<file path="config.mk">
export PLATFORM = sky130hd
export DESIGN_NAME = alu_cmd_sequencer
export DESIGN_NICKNAME = d
export VERILOG_FILES = /design/src/rtl/alu_cmd_sequencer.sv
export SDC_FILE = /design/constraint.sdc
export NUM_CORES = 1
export LEC_CHECK = 0
export CORE_MARGIN = 2
export CORE_UTILIZATION = 53
export CTS_BUF_LIST = sky130_fd_sc_hd__clkbuf_8 sky130_fd_sc_hd__clkbuf_16
export DETAILED_ROUTE_END_ITERATION = 16
export PLACE_DENSITY_LB_ADDON = 0.3
export SETUP_SLACK_MARGIN = 0.3
export SLEW_MARGIN = 30
export SYNTH_ARGS = -nofsm -noshare
export SYNTH_HDL_FRONTEND = slang
export SYNTH_SLANG_ARGS = --single-unit
</file>
<file path="constraint.sdc">
create_clock -name i_clk -period 2.9 [get_ports i_clk]
set_input_delay 0.58 -clock i_clk [delete_from_list [all_inputs] [get_ports i_clk]]
set_output_delay 0.58 -clock i_clk [all_outputs]
set_load 0.01 [all_outputs]
</file>
<file path="src/rtl/alu_cmd_sequencer.sv">
// Command FIFO plus single-issue sequencer in front of a registered ALU.
// Optional sticky status accumulator (and i_sticky_clr input) when ALU_SEQ_STICKY_EN is defined.
`timescale 1ns/1ps

// valid/ready: a transfer happens on a rising edge where both are high; the
// sender keeps its payload stable while valid is high and ready is low.
module alu_cmd_sequencer #(
    parameter int N       = 2,
    parameter int M       = 8,
    parameter int DEPTH   = 4,
    parameter int ALU_LAT = 1
) (
    input  logic         i_clk,
    input  logic         i_reset,
    input  logic         i_cmd_valid,
    output logic         o_cmd_ready,
    input  logic [N-1:0] i_cmd_op,
    input  logic [M-1:0] i_cmd_A,
    input  logic [M-1:0] i_cmd_B,
    output logic [N-1:0] o_alu_op,
    output logic [M-1:0] o_alu_arg_A,
    output logic [M-1:0] o_alu_arg_B,
    input  logic [M-1:0] i_alu_result,
    input  logic [3:0]   i_alu_status,
    output logic         o_rsp_valid,
    input  logic         i_rsp_ready,
    output logic [M-1:0] o_rsp_result,
    output logic [3:0]   o_rsp_status,
    output logic         o_busy,
`ifdef ALU_SEQ_STICKY_EN
    input  logic         i_sticky_clr,
`endif
    output logic [3:0]   o_sticky_status,
    output logic [1:0]   o_state_dbg
);

    typedef enum logic [1:0] {
        ST_IDLE = 2'd0,
        ST_WAIT = 2'd1,
        ST_HOLD = 2'd2
    } state_e;

    localparam int AW = $clog2(DEPTH);
    localparam int CW = $clog2(ALU_LAT + 1);
    localparam int EW = N + 2 * M;
    localparam logic [AW:0]   PTR_ONE  = (AW + 1)'(1);
    localparam logic [CW-1:0] CNT_ONE  = CW'(1);
    localparam logic [CW-1:0] CNT_LOAD = CW'(ALU_LAT);

    state_e          state_q;
    logic [CW-1:0]   cnt_q;
    logic [AW:0]     wr_ptr_q;
    logic [AW:0]     wr_ptr_d;
    logic [AW:0]     rd_ptr_q;
    logic [AW:0]     rd_ptr_d;
    logic [EW-1:0]   mem_q [DEPTH];
    logic [EW-1:0]   head;
    logic            full;
    logic            empty;
    logic            push;
    logic            pop;

    logic [N-1:0]    alu_op_q;
    logic [M-1:0]    alu_a_q;
    logic [M-1:0]    alu_b_q;
    logic            rsp_valid_q;
    logic [M-1:0]    rsp_result_q;
    logic [3:0]      rsp_status_q;
`ifdef ALU_SEQ_STICKY_EN
    logic [3:0]      sticky_q;
`endif

    // Pointers carry one extra wrap bit so full and empty are distinguishable.
    assign empty = (wr_ptr_q == rd_ptr_q);
    assign full  = (wr_ptr_q[AW-1:0] == rd_ptr_q[AW-1:0]) && (wr_ptr_q[AW] != rd_ptr_q[AW]);
    assign push  = i_cmd_valid && !full;
    assign pop   = (state_q == ST_IDLE) && !empty;
    assign head  = mem_q[rd_ptr_q[AW-1:0]];

    always_comb begin
        wr_ptr_d = wr_ptr_q;
        rd_ptr_d = rd_ptr_q;
        if (push) begin
            wr_ptr_d = wr_ptr_q + PTR_ONE;
        end
        if (pop) begin
            rd_ptr_d = rd_ptr_q + PTR_ONE;
        end
    end

    always_ff @(posedge i_clk or negedge i_reset) begin
        if (!i_reset) begin
            wr_ptr_q <= '0;
            rd_ptr_q <= '0;
        end else begin
            wr_ptr_q <= wr_ptr_d;
            rd_ptr_q <= rd_ptr_d;
        end
    end

    // Storage needs no reset: an entry is only read after it has been written.
    always_ff @(posedge i_clk) begin
        if (push) begin
            mem_q[wr_ptr_q[AW-1:0]] <= {i_cmd_op, i_cmd_A, i_cmd_B};
        end
    end

    always_ff @(posedge i_clk or negedge i_reset) begin
        if (!i_reset) begin
            state_q      <= ST_IDLE;
            cnt_q        <= '0;
            alu_op_q     <= '0;
            alu_a_q      <= '0;
            alu_b_q      <= '0;
            rsp_valid_q  <= 1'b0;
            rsp_result_q <= '0;
            rsp_status_q <= '0;
`ifdef ALU_SEQ_STICKY_EN
            sticky_q     <= '0;
`endif
        end else begin
`ifdef ALU_SEQ_STICKY_EN
            if (i_sticky_clr) begin
                sticky_q <= '0;
            end
`endif
            case (state_q)
                ST_IDLE: begin
                    if (!empty) begin
                        {alu_op_q, alu_a_q, alu_b_q} <= head;
                        cnt_q   <= CNT_LOAD;
                        state_q <= ST_WAIT;
                    end
                end
                ST_WAIT: begin
                    if (cnt_q == '0) begin
                        rsp_result_q <= i_alu_result;
                        rsp_status_q <= i_alu_status;
                        rsp_valid_q  <= 1'b1;
                        state_q      <= ST_HOLD;
`ifdef ALU_SEQ_STICKY_EN
                        // A coincident clear keeps only the freshly captured status.
                        sticky_q <= (i_sticky_clr ? 4'h0 : sticky_q) | i_alu_status;
`endif
                    end else begin
                        cnt_q <= cnt_q - CNT_ONE;
                    end
                end
                ST_HOLD: begin
                    if (i_rsp_ready) begin
                        rsp_valid_q <= 1'b0;
                        state_q     <= ST_IDLE;
                    end
                end
                default: begin
                    state_q <= ST_IDLE;
                end
            endcase
        end
    end

    assign o_cmd_ready  = !full;
    assign o_alu_op     = alu_op_q;
    assign o_alu_arg_A  = alu_a_q;
    assign o_alu_arg_B  = alu_b_q;
    assign o_rsp_valid  = rsp_valid_q;
    assign o_rsp_result = rsp_result_q;
    assign o_rsp_status = rsp_status_q;
    assign o_busy       = !empty || (state_q != ST_IDLE);
    assign o_state_dbg  = state_q;
`ifdef ALU_SEQ_STICKY_EN
    assign o_sticky_status = sticky_q;
`else
    assign o_sticky_status = 4'b0000;
`endif

endmodule

</file>
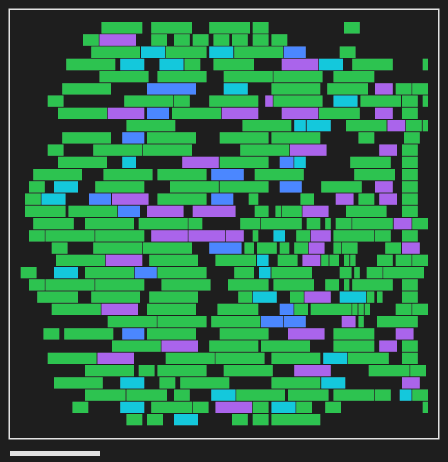
(run_1/drive_strength.png)
Bar = 20 um.
legend:
  green:
    size: drive 1 or less
    cells: 217
    share: 73%
  blue:
    size: drive 6 and up
    cells: 16
    share: 5.4%
  purple:
    size: drive 2
    cells: 39
    share: 13%
  cyan:
    size: drive 3 to 4
    cells: 27
    share: 9.0%
min setup slack post-route: 0.407 ns
Area Overhead vs Synth: 24.1%
cell area after layout: 5450 um2
Buffers excl. clock: 75

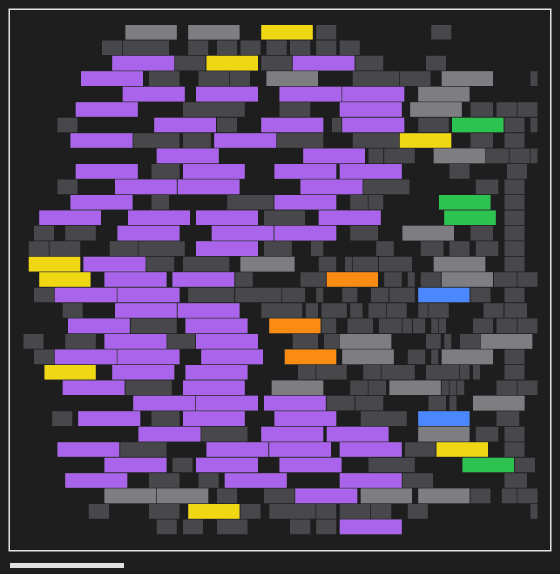
(run_1/registers.png)
Bar = 20 um. Other sequential cells in the stronger grey, the rest of the logic in the fainter grey.
legend:
  yellow:
    name_in_the_netlist: o_alu_arg_A
    placed_flops: 8
    where: all over the die
  blue:
    name_in_the_netlist: o_state_dbg
    placed_flops: 2
  green:
    name_in_the_netlist: o_rsp_status
    placed_flops: 4
  orange:
    name_in_the_netlist: wr_ptr_q
    placed_flops: 3
  purple:
    name_in_the_netlist: mem_q
    placed_flops: 72
not coloured: 23
sequential share of cell area: 58.1%
area taken by flip-flops and latches: 3160 um2
final core occ: 67.0%

==> run summary, run 1 <==
The synthesis and PnR run went through. The run finished with clean final reports. Largest fanout on the critical path landed at 6. The average instance in the mapped netlist occupies roughly 20 um2. After routing, the total negative slack on setup checks comes to 0 ns. The DRC violation total left in the routed layout is recorded as 0. The most frequently used library cell after synthesis is edfxtp_1. In this run the clock root is driven by a clkbuf_8. In this run the post-CTS setup repair buffer count came out at 0. STA classifies the critical path endpoint as an output pin. In this run the cell area of the synthesized design comes to 4390 um2.

Count of buffers from port buffering landed at 68. In this build the clock could be raised as far as 401 MHz. The final report lists the setup-violating endpoint count as 0. Switching share of power landed at 30.2%.

Part of the total power dissipated in combinational logic landed at 41.7%. Ranked by instance count, the synthesized netlist is headed by 72 x edfxtp_1, 40 x dfrtp_1, 19 x mux2_4. The area recorded from the Yosys report for this design is 4390 um2. Max-slew headroom at the worst pin landed at 45.9%. The routed design shows a via density per instance of 5.30.

Hold is met by ~0.18 ns. Required arrival time at the worst endpoint landed at 2.32 ns. Internal power landed at 4.19 mW. Setup repair after global routing left no endpoint under its margin. Synthesis produced 217 cells. H-tree depth landed at 3. Routed wire length landed at 7360 um. Tally of OpenROAD warnings landed at 29. Count of vias placed by the detailed router landed at around 2100. Number of antenna diodes landed at 0.

The pin closest to its max-slew limit shows a slew of ~0.8 ns. Total chip power landed at between 6 and 7 mW. Looking at the setup timing report, the critical path kind is register to output pin. The first global-routing pass estimated 11500 um of wire. edfxtp_1 takes more of the synthesized area than any other cell. After global routing the overflow that remains totals 0. Vertical extent of the die landed at 95.0 um. Data arrival at the endpoint of the critical path landed at 1.91 ns. The worst setup path is launched from a register. In the synthesized netlist the dominant register cell turns out to be edfxtp_1. Post-detailed-placement half-perimeter wirelength landed at 4800 um. For this design the ratio of total power to cell area is roughly 1100 nW/um2. In the final report, the number of hold violations comes to 0. Counting flops with a built-in enable in the synthesized netlist gives 72. Number of ports placed on the die boundary landed at 73. The worst path needs 2.49 ns of the cycle, external delays included. Count of antenna-violating nets left after detailed routing landed at 0. Async set or reset register ratio after synthesis landed at 35.7%. Number of cells on the worst reg-to-reg path landed at 3.

Reported leakage power landed at 2.02 nW. The synthesis report lists the most area-consuming cells as edfxtp_1 49%, dfrtp_1 23%, mux4_2 9.2%. For this run, the number of Yosys warnings is 0. Count of routing violations after the opening detailed-route iteration landed at 63. Number of CTS-inserted buffers landed at 9.

The first TritonRoute pass finished after 4 iterations. Entering global routing, the biggest net connects between 40 and 50 pins. Total die size landed at 9030 um2. Maximum count of clock buffers along a single path landed at 2. Switching component of the power landed at 1.82 mW. Counting flops and latches in the post-synthesis netlist gives 112. Number of cell instances after yosys synthesis landed at 217. Of the total power, registers draw around 43%. The global routing report lists combined usage of all routing layers as 17.7%.

The number of global-route vias before repair is 2238. Clock-pin slew of the registers on the worst-case setup and hold paths landed at 0.10 ns. Worst ir drop on vdd landed at 0.501 mV. The tightest min-delay check is of the input port to async pin type. Share of Yosys cell area claimed by the top area cell type landed at 49.2%.
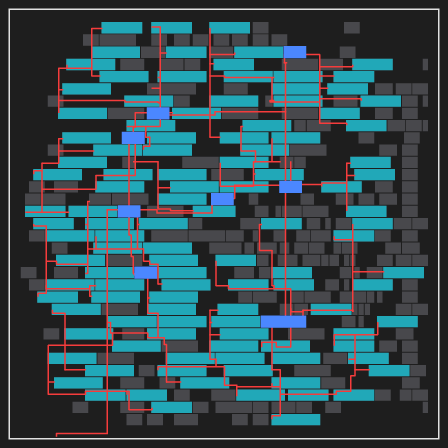
(run_1/clock_map.png)
legend:
  cyan:
    item: flip-flops
    count: 112
  red:
    item: clock wires
    length: 1100 um
  blue:
    item: cells driving clock nets
    count: 9
routed clock nets: 10
flops lie: all over the die
Clk network pwr share: 15.8%
clk_skew: 0.0143 ns
total clock network power: 0.950 mW
Clk Latency, worst-skew pair: 0.36 ns

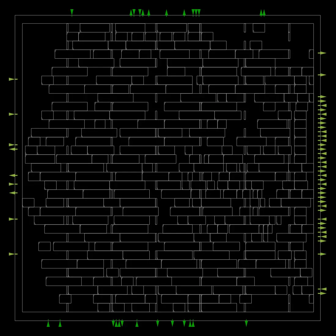
(run_1/final_placement.png)
TAP cells: 105
flip-flops: 112
post-route non-filler standard cell count: 404
core area: 8130 um2
number of inserted filler cells in the final layout: 551

[run 1: placed cells by master (no fill, tap or decap), drive strengths merged]
master / count
edfxtp: 72
clkdlybuf4s50: 67
dfrtp: 40
mux2: 32
mux4: 18
clkbuf: 11
buf: 8
xor2: 6
inv: 6
nor2: 5
ha: 5
xnor2: 4
conb: 4
nand2: 3
and2: 3
nor3: 2
o31a: 2
a31oi: 2
clkinv: 2
nand3: 1
a211oi: 1
o311a: 1
a31o: 1
o22a: 1
a21oi: 1
bufinv: 1
[run 1: critical path, cell delays in order, from the launching register on]
cell and delay (ns):
dfrtp_1 0.48, xor2_1 0.23, nor3_1 0.27, nand2_1 0.09, clkdlybuf4s50_1 0.49
[run 1: per-layer routing]
metal	vias to the layer above	share of wire, %	track usage, %
met5	-	0	0
met3	6	6.5	3.08
met2	74	50	28.8
li1	978	-	-
met4	0	1.5	7.61
met1	1083	42	24.0
[run 1: flip-flops by register name, summed over array words and instances, names as in the netlist]
signal	flops
o_rsp_result	8
o_rsp_valid	1
wr_ptr_q	3
cnt_q	1
o_alu_arg_A	8
o_alu_arg_B	8
o_alu_op	2
o_state_dbg	2
o_rsp_status	4
rd_ptr_q	3
mem_q	72
[run 1: final timing paths]
check,start,end
worst min-delay path,i_reset,o_rsp_status[3]$_DFFE_PN0P_
worst min register to register,o_rsp_status[1]$_DFFE_PN0P_,o_rsp_status[1]$_DFFE_PN0P_
worst max register to register,rd_ptr_q[1]$_DFFE_PN0P_,o_alu_arg_B[6]$_DFFE_PN0P_
max in group asynchronous,i_reset,rd_ptr_q[0]$_DFFE_PN0P_
worst max-delay path,rd_ptr_q[1]$_DFFE_PN0P_,o_busy
min in group i_clk,o_rsp_status[1]$_DFFE_PN0P_,o_rsp_status[1]$_DFFE_PN0P_
[run 1: metrics by stage]
stage          std cells  cell area [um2]  worst slack [ns]
6_report             404             5450             0.407
5_1_grt              404             5450             0.331
4_1_cts              404             5430             0.386
3_5_place_dp         388             5210             0.668
3_3_place_gp         388             5210             0.686
2_1_floorplan        220             4400             0.602
[run 1: power groups by stage]
stage	Clock, mW	Combinational, mW	Sequential [mW]
after CTS	0.980	2.54	2.55
after global placement	0	2.48	2.56
after detailed placement	0	2.53	2.58
final	0.950	2.50	2.55
after global routing	1.03	2.71	2.62
after floorplan	0	1.55	2.61
[run 1: kinds of logic (layout without fill, tap and decap cells)]
family,count (synthesis),after routing,synth area share (%)
muxes,50,50,19.1
and+or+nand+nor,14,14,1.57
adders and majority gates,5,5,1.42
buffers and inverters,16,95,2.22
DFF,112,112,72.0
other,1,4,0.0854
xor gates and xnor gates,10,10,1.99
AOI/OAI and AO/OA,9,9,1.65
[run 1: what timing repair did]
item                                    in CTS  in global routing
endpoints found under the setup margin       1                  1
pin swaps                                    0                  0
gates cloned                                 0                  0
resized                                      1                  2
hold buffers                                 0                  0
[run 1: layout make-up]
| type | count | area [um2] |
|---|---|---|
| well taps | 105 | 131 |
| clock inverters | 5 | 61.3 |
| inverters | 4 | 15.0 |
| clock buffers | 11 | 151 |
| fillers | 551 | 2680 |
| repair buffers | 75 | 756 |
| flip-flops and latches | 112 | 3160 |
| multi-input cells | 92 | 1170 |
==> inputs of run 2 (changes only) <==
Settings changed: GPL_ROUTABILITY_DRIVEN set to 0, SKIP_CTS_REPAIR_TIMING set to 1.
==> run 2 against run 1 <==
Routed wire length is the same. Synthesized cell count stayed put. Via count stayed put. Critical path type unchanged. Largest power group unchanged.
==> run summary, run 2 <==
The synthesis and PnR run went through. The async set or reset register ratio after synthesis is 35.7% (unchanged). The number of cell instances after yosys synthesis was 217 (unchanged). The worst setup path is launched from a register. Setup repair after global routing left no endpoint under its margin. The library cell used most frequently in the layout, excluding fill and tap cells, is edfxtp_1. Count of routing violations after the opening detailed-route iteration landed at 63 (unchanged). Number of synthesized flops with an enable pin landed at 72 (unchanged). Yosys stat chip area landed at 4390 um2 (unchanged). The number of flip-flops under the largest register name was 72 (unchanged).

The initial utilization of the core area, before any placement, comes to 54.0%. The largest net degree at the start of global routing is 41 (unchanged). According to the CTS report, the clock sink count is 112. Number of instances in the synthesized netlist landed at 217 (unchanged). The number of global-route vias before repair was 2233 (-0.22%).

The hold violation total from the final report was 0 (unchanged). The transition time at the pin with the least slew margin came to 0.812 ns (unchanged). The flow ran to the end, and the final reports show no timing, DRC or antenna violations. The main area contributors are edfxtp_1 49%, dfrtp_1 23%, mux4_2 9.2%. The data arrival at the endpoint of the critical path was 1.91 ns (about the same). The number of antenna diodes is 0 (unchanged).

The share of Yosys cell area claimed by the top area cell type came to 49.2% (unchanged). Looking at the global route congestion table, the highest-usage layer is met2. For this run, the post-layout net count is 333. Count of fill cells added during filler insertion landed at 551 (unchanged). Final count of negative-setup-slack endpoints landed at 0 (unchanged).

The count of buffers from port buffering is 68 (unchanged). The post-layout instance area is 5450 um2 (unchanged). Total negative slack for setup checks landed at 0 ns (unchanged). The post-detailed-placement half-perimeter wirelength is 4800 um (unchanged).

The areal power density over the cells came to 1100 nW/um2 (unchanged). Tally of OpenROAD warnings landed at 29 (unchanged). The number of CTS-inserted buffers is 9 (unchanged). The smallest setup slack after layout came to 0.407 ns (unchanged).

The report lists the cells along the critical path as xor2_1 > nor3_1 > nand2_1 > clkdlybuf4s50_1. Length of the first detailed-routing pass in iterations landed at 4 (unchanged). The critical path's slowest stage uses the library cell clkdlybuf4s50_1. Post-synthesis area per instance landed at 20.2 um2 (unchanged). Max-capacitance violation count landed at 0. The insertion delay of the later-clocked pin in the worst-skew pair came to 0.36 ns (about the same). Post-placement worst setup slack landed at 0.668 ns (unchanged).

Post-layout period usage of the worst path landed at 86.0%. The met2 usage in global routing is 28.7% (-0.12 points). The library cells used most frequently in the layout, excluding fill and tap cells, are 72 x edfxtp_1, 67 x clkdlybuf4s50_1, 39 x dfrtp_1, 19 x mux2_4, 18 x mux4_2. The minimum clock period came to 2.49 ns (unchanged). The wire length of the first global-routing pass is 11500 um (-0.18%). The startpoint identified for the worst register-to-register timing path is rd_ptr_q[1]$_DFFE_PN0P_. The reported leakage power was 2.02 nW (unchanged). The post-route netlist has 27.4% of its cells at a drive strength greater than 1. Total die size landed at 9030 um2 (unchanged). Total core area landed at 8130 um2 (unchanged). In the synthesized netlist the dominant register cell turns out to be edfxtp_1. For reference, the critical path is launched at rd_ptr_q[1]$_DFFE_PN0P_. Met3 track demand over resource landed at 3.08% (unchanged). Worst ir drop on vdd landed at 0.501 mV (unchanged). For this run, the register share of the synthesized area comes to 72.0%. By instance count, the leading cell after synthesis is edfxtp_1. STA classifies the critical path endpoint as an output pin.

Per the final report, max-transition violations number 0. The largest total area in the synthesized netlist belongs to edfxtp_1. Summed instance area of the synthesized netlist landed at 4390 um2 (unchanged).

The via density per instance came to 5.30 (unchanged). The min-delay analysis places its worst path in the category input port to async pin. The total congestion overflow after global routing came to 0 (unchanged). Clock-pin slew of the registers on the worst-case setup and hold paths landed at 0.10 ns (about the same). The count of antenna-violating nets left after detailed routing was 0 (unchanged). Total cell area at the placement stage landed at 5210 um2 (unchanged). For reference, the placement row count at floorplan is 33. From left edge to right edge, the die measures 95.0 um.

The max-slew headroom at the worst pin was 45.9% (unchanged). Post-synthesis sequential element count landed at 112 (unchanged). The count of synthesis-stage warnings from yosys was 0 (unchanged).

The critical path's largest stage delay was 0.49 ns (about the same). Looking at the clock tree report, the root buffer type is clkbuf_8. Minimum setup slack among reg-to-reg paths landed at slightly below 0.9 ns. Vertical extent of the die landed at 95.0 um (unchanged). The number of ports placed on the die boundary came to 73 (unchanged). Largest fanout on the critical path landed at 6 (unchanged). Highest clock rate landed at 401 MHz (unchanged). Core occupancy in the finished layout landed at 67.0% (unchanged). Initial antenna violation count landed at 0. Global routing usage on met1 landed at 24.0% (unchanged). Final routed DRC violation total landed at 0 (unchanged). Post-synthesis to final-layout area growth landed at 24.1% (unchanged). The critical path in this run is classified as register to output pin. Required arrival time at the worst endpoint landed at 2.32 ns (about the same). H-tree depth landed at 3 (unchanged). Total chip power landed at 6.01 mW (unchanged). Clock skew landed at 0.0143 ns (unchanged). The commonest cells after synthesis are 72 x edfxtp_1, 40 x dfrtp_1, 19 x mux2_4. Maximum count of clock buffers along a single path landed at 2 (unchanged).
## run 2: kinds of logic after synthesis
family	Yosys count	share of synthesized area [%]
adders and majority gates	5	1.42
DFF	112	72.0
and+or+nand+nor	14	1.57
xor gates and xnor gates	10	1.99
other	1	0.0854
muxes	50	19.1
AOI/OAI and AO/OA	9	1.65
buffers and inverters	16	2.22
## run 2: worst paths after layout
kind                                               end  cells after the start
setup / recovery                                o_busy                      4
hold / removal             o_rsp_status[3]$_DFFE_PN0P_                      1
setup reg to reg            o_alu_arg_B[6]$_DFFE_PN0P_                      3
hold reg to reg            o_rsp_status[1]$_DFFE_PN0P_                      1
max in group asynchronous      rd_ptr_q[0]$_DFFE_PN0P_                      1
min in group i_clk         o_rsp_status[1]$_DFFE_PN0P_                      1
## run 2: final cells by class
type                       instances  area [um2]  share of cell area [%]
tap                              105         131                    2.41
inverter                           4        15.0                   0.275
sequential                       112        3160                    58.1
clock buffer                      11         151                    2.78
timing repair buffer              75         756                    13.9
clock inverter                     5        61.3                    1.12
multi-input combinational         92        1170                    21.5
## run 2: report_power, final
group | internal, mW | leakage [nW] | switching, mW
Sequential | 2.26 | 1.13 | 0.293
Combinational | 1.48 | 0.779 | 1.03
Clock | 0.453 | 0.110 | 0.497
Total | 4.19 | 2.02 | 1.82
## run 2: worst max-delay path: cells and delay by family, from the launching register on
family | cells | cell delay, ns
xor+xnor | 1 | 0.23
buf+inv | 1 | 0.49
flops | 1 | 0.48
simple gates | 2 | 0.36
## run 2: stage by stage
| step | hold WS [ns] | cells |
|---|---|---|
| after global placement | 0.490 | 388 |
| after global routing | 0.218 | 404 |
| after detailed placement | 0.491 | 388 |
| after CTS | 0.369 | 404 |
| after floorplan | 0.284 | 220 |
| final | 0.184 | 404 |
## run 2: metal layers
metal	part of all wire (%)	up-vias
met3	6.5	6
met4	1.5	0
met1	42	1083
li1	-	978
met5	0	-
met2	50	74
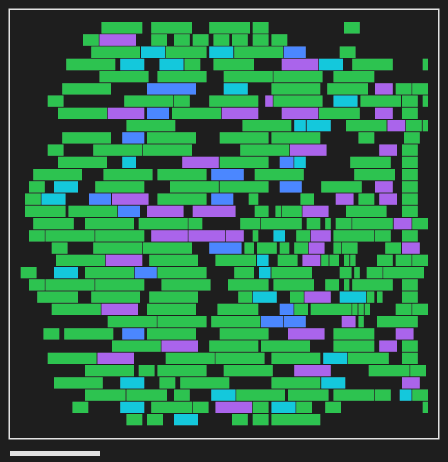
(run_2/drive_strength.png)
Bar = 20 um.
legend:
  green:
    size: drive 1 or less
    cells: 217
    share: 73%
  blue:
    size: drive 6 and up
    cells: 16
    share: 5.4%
  purple:
    size: drive 2
    cells: 39
    share: 13%
  cyan:
    size: drive 3 to 4
    cells: 27
    share: 9.0%

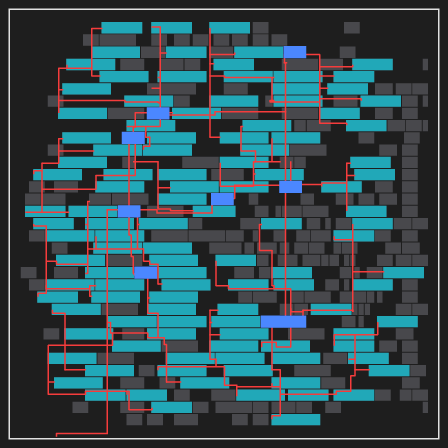
(run_2/clock_map.png)
legend:
  cyan:
    item: flip-flops
    count: 112
  blue:
    item: cells driving clock nets
    count: 9
  red:
    item: clock wires
    length: 1100 um
flops lie: all over the die
routed clock nets: 10

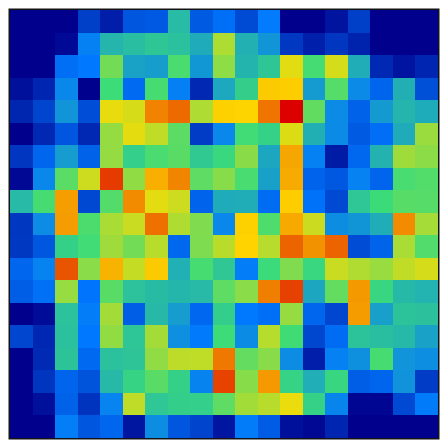
(run_2/wire_density.png)
The die is cut into 19 by 19 equal tiles; dark blue is low, red is high, scaled to the fullest tile. Values are wire area over tile area, all layers added.
fullest tile: 0.33
tiles over half the peak: 35%
mean over tiles: 0.13
densest ninth of the die: centre
nearly empty tiles: 8.9%
All-Layer GR Usage: 17.7%
final WL: 7360 um
final routed wire length divided by cell count: 18.2 um
routed vias: 2141

==> inputs of run 3 (changes only) <==
Settings changed: CTS_BUF_LIST sky130_fd_sc_hd__clkbuf_8 sky130_fd_sc_hd__clkbuf_16 to not set.
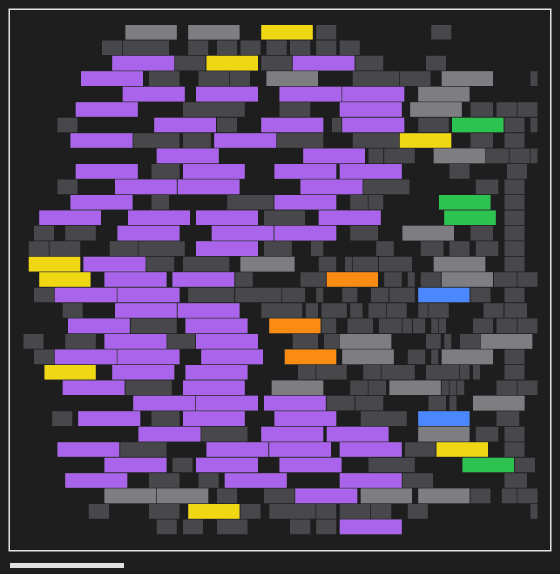
(run_3/registers.png)
Bar = 20 um. Other sequential cells in the stronger grey, the rest of the logic in the fainter grey.
legend:
  orange:
    name_in_the_netlist: wr_ptr_q
    placed_flops: 3
  yellow:
    name_in_the_netlist: o_alu_arg_A
    placed_flops: 8
    where: all over the die
  blue:
    name_in_the_netlist: o_state_dbg
    placed_flops: 2
  purple:
    name_in_the_netlist: mem_q
    placed_flops: 72
  green:
    name_in_the_netlist: o_rsp_status
    placed_flops: 4
not coloured: 23
Power Sequential: 2.55 mW

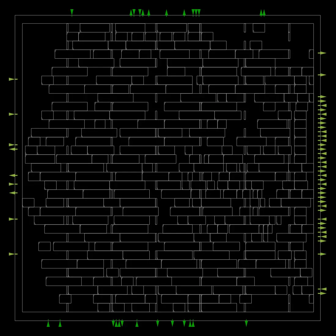
(run_3/final_placement.png)
number of core rows: 33

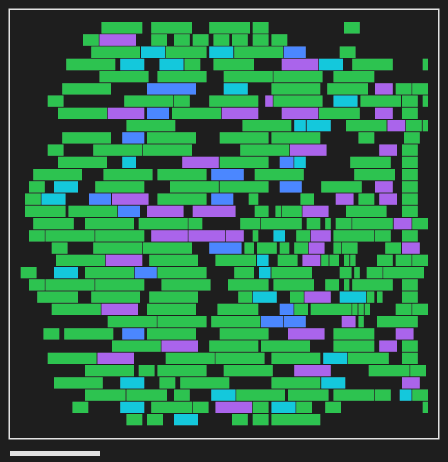
(run_3/drive_strength.png)
Bar = 20 um.
legend:
  blue:
    size: drive 6 and up
    cells: 16
    share: 5.4%
  cyan:
    size: drive 3 to 4
    cells: 27
    share: 9.0%
  green:
    size: drive 1 or less
    cells: 217
    share: 73%
  purple:
    size: drive 2
    cells: 39
    share: 13%

==> run 3 against run 2 <==
Non-clock buffer count is the same. Synthesized cell count is the same. Sequential power is essentially flat. Sequential share of layout area is the same. Routed wire length is the same. Setup slack is the same. First-iteration DRC count is the same. Critical endpoint unchanged. Largest power group unchanged.
==> run summary, run 3 <==
The synthesis and PnR run went through. Share of Yosys cell area claimed by the top area cell type landed at 49.2% (unchanged). Looking at the cell usage after synthesis, the top flip-flop cell is edfxtp_1. Per the timing report, the most critical flop-to-flop path finishes at o_alu_arg_B[6]$_DFFE_PN0P_. The worst setup path is launched from a register. The via density per instance was 5.30 (unchanged).

The sequential cell area fraction in the yosys report came to 72.0% (unchanged). The number of instances in the synthesized netlist is 217 (unchanged). The final number of max-transition violations is 0 (unchanged). The number of ports placed on the die boundary was 73 (unchanged). Die span in x landed at 95.0 um (unchanged). The maximum count of clock buffers along a single path is 2 (unchanged). Number of cells on the worst reg-to-reg path landed at 3 (unchanged). Count of synthesis-stage warnings from yosys landed at 0 (unchanged). Areal power density over the cells landed at 1100 nW/um2 (unchanged). Setup repair after global routing left no endpoint under its margin. The number of flip-flops under the largest register name came to 72 (unchanged).

The worst ir drop on vdd is 0.501 mV (unchanged). Initial antenna violation count landed at 0 (unchanged). Count of nets after finishing landed at 333 (unchanged).

Total die size landed at 9030 um2 (unchanged). In this run the worst setup path begins at rd_ptr_q[1]$_DFFE_PN0P_. Total congestion overflow after global routing landed at 0 (unchanged). In the Yosys stats the netlist draws on 28 distinct library cells. The minimum setup slack among reg-to-reg paths is 0.89 ns (about the same). The commonest cells after synthesis are 72 x edfxtp_1, 40 x dfrtp_1, 19 x mux2_4. By instance count after routing, the leading logic cell types are 72 x edfxtp_1, 67 x clkdlybuf4s50_1, 39 x dfrtp_1, 19 x mux2_4, 18 x mux4_2. Routed wire length landed at 7360 um (unchanged).

Of all cell types, the one taking the most synthesized area is edfxtp_1. STA classifies the critical path endpoint as an output pin. For the worst reg-to-reg path, the startpoint reported by OpenROAD is rd_ptr_q[1]$_DFFE_PN0P_.

CTS placed an instance of clkbuf_8 at the clock tree root. The switching component of the power came to 1.82 mW (unchanged). TritonCTS built the clock tree.

The yosys stat chip area came to 4390 um2 (unchanged). The slowest stage of the critical path is the clkdlybuf4s50_1 cell. The initial core utilization was 54.0% (unchanged). The reported leakage power came to 2.02 nW (unchanged).

Number of antenna diodes landed at 0 (unchanged). The final routed DRC violation total is 0 (unchanged). Post-layout period usage of the worst path landed at 86.0% (unchanged). The timing report attributes the biggest portion of critical-path delay to buffers and inverters. The max-slew headroom at the worst pin came to 45.9% (unchanged). The run finished with clean final reports. Leaving out fill and tap cells, the most frequent cell in the layout is edfxtp_1. Required arrival time at the worst endpoint landed at 2.32 ns (about the same).

Max-capacitance violation count landed at 0 (unchanged). The total core area came to 8130 um2 (unchanged). Length of the first detailed-routing pass in iterations landed at 4 (unchanged). The final count of negative-setup-slack endpoints is 0 (unchanged). The count of vias placed by the detailed router is 2141 (unchanged).

The main area contributors are edfxtp_1 49%, dfrtp_1 23%, mux4_2 9.2%. The wire length per cell was 18.2 um (unchanged). Number of CTS-inserted buffers landed at 9 (unchanged). The proportion of layout cells with a drive suffix above 1 is 27.4% (unchanged). The number of sinks handled by clock tree synthesis is 112 (unchanged). Count of antenna-violating nets left after detailed routing landed at 0 (unchanged). The power share of the clock group was 15.8% (about the same). The tightest min-delay check is of the input port to async pin type. Wire length of the first global-routing pass landed at 11500 um (unchanged). Critical path's largest stage delay landed at 0.49 ns (about the same).

The count of routing violations after the opening detailed-route iteration is 63 (unchanged). Count of fill cells added during filler insertion landed at 551 (unchanged). The summed instance area of the synthesized netlist came to 4390 um2 (unchanged).

Transition time at the pin with the least slew margin landed at 0.812 ns (unchanged). The clock skew is 0.0143 ns (unchanged). The post-synthesis sequential element count was 112 (unchanged). Internal power landed at 4.19 mW (unchanged).

The clock-pin slew of the registers on the worst-case setup and hold paths was 0.10 ns (about the same). The highest clock rate is 401 MHz (unchanged). Sequential power share landed at 42.5% (about the same).

Number of synthesized flops with an enable pin landed at 72 (unchanged). Hold violation total from the final report landed at 0 (unchanged). The aggregate global-route resource usage came to 17.7% (unchanged).

The number of buffers and inverters on the critical path was 1 (unchanged). The post-synthesis to final-layout area growth came to 24.1% (unchanged). Data arrival at the endpoint of the critical path landed at 1.91 ns (about the same).

Largest net degree at the start of global routing landed at 41 (unchanged). The H-tree depth came to 3 (unchanged). Walking the worst path, the cells encountered are xor2_1 > nor3_1 > nand2_1 > clkdlybuf4s50_1. Count of buffers from port buffering landed at 68 (unchanged). Minimum clock period landed at 2.49 ns (unchanged). Async set or reset register ratio after synthesis landed at 35.7% (unchanged). Insertion delay of the later-clocked pin in the worst-skew pair landed at 0.36 ns (about the same). The vertical extent of the die came to 95.0 um (unchanged). The largest fanout on the critical path was 6 (unchanged). Yosys instantiated no cell more often than edfxtp_1. The part of the total power dissipated in combinational logic came to 41.7% (about the same). Number of global-route vias before repair landed at 2233 (unchanged). The core occupancy in the finished layout was 67.0% (unchanged). The tally of OpenROAD warnings came to 29 (unchanged). Number of cell instances after yosys synthesis landed at 217 (unchanged). Switching share of power landed at 30.2% (unchanged). The post-synthesis area per instance came to 20.2 um2 (unchanged). The critical path is of the register to output pin type. Post-detailed-placement half-perimeter wirelength landed at 4800 um (unchanged). The total negative slack for setup checks came to 0 ns (unchanged).
## run 3: cell counts after synthesis
No cell type changed its count.
## run 3: kinds of logic after synthesis
group / count (synthesis) / share of synthesized area (%)
multiplexers: 50 / 19.1
XOR/XNOR: 10 / 1.99
flip-flops: 112 / 72.0
buffers and inverters: 16 / 2.22
other: 1 / 0.0854
AND-OR/OR-AND: 9 / 1.65
adder cells (fa/ha/maj): 5 / 1.42
AND/OR/NAND/NOR: 14 / 1.57
## run 3: area by class of cell
cell class / count / area [um2] / area share [%]
flip-flops and latches: 112 / 3160 / 58.1
multi-input cells: 92 / 1170 / 21.5
repair buffers: 75 / 756 / 13.9
clock buffers: 11 / 151 / 2.78
well taps: 105 / 131 / 2.41
clock inverters: 5 / 61.3 / 1.12
inverters: 4 / 15.0 / 0.275
## run 3: how the worst max path moves through the flow
stage	to	slack [ns]	depth (start not counted)
3_5_place_dp	mem_q[0][6]$_DFFE_PP_	0.67	4
2_1_floorplan	mem_q[3][0]$_DFFE_PP_	0.60	3
4_1_cts	o_busy	0.26	4
5_1_grt	o_busy	0.33	4
6_report	o_busy	0.41	4
3_3_place_gp	o_busy	0.69	4
## run 3: power by group through the flow
stage | Sequential, mW | Combinational [mW] | Clock (mW)
final | 2.55 | 2.50 | 0.950
after global routing | 2.62 | 2.71 | 1.03
after CTS | 2.55 | 2.54 | 0.980
after detailed placement | 2.58 | 2.53 | 0
after global placement | 2.56 | 2.48 | 0
after floorplan | 2.61 | 1.55 | 0
## run 3: routing by layer
metal | wire, um | global-route usage [%] | share of wire [%]
met1 | 3070 | 24.0 | 42
met2 | 3700 | 28.7 | 50
met3 | 482 | 3.08 | 6.5
met4 | 107 | 7.61 | 1.5
met5 | 0 | 0 | 0
## run 3: per-stage QoR
stage	hold slack [ns]	setup WS, ns	instances	power [mW]	instance area, um2
2_1_floorplan	0.284	0.602	220	4.17	4400
4_1_cts	0.369	0.260	404	6.06	5430
3_5_place_dp	0.491	0.668	388	5.10	5210
3_3_place_gp	0.490	0.686	388	5.04	5210
5_1_grt	0.218	0.331	404	6.37	5450
6_report	0.184	0.407	404	6.01	5450
## run 3: worst register-to-register path: stages, from the launching register on
cell,delay [ns]
dfrtp_1,0.50
xor2_1,0.30
o31a_2,0.74
mux2_4,0.36
No activity file was given, so power comes from the tool's default toggle rates.
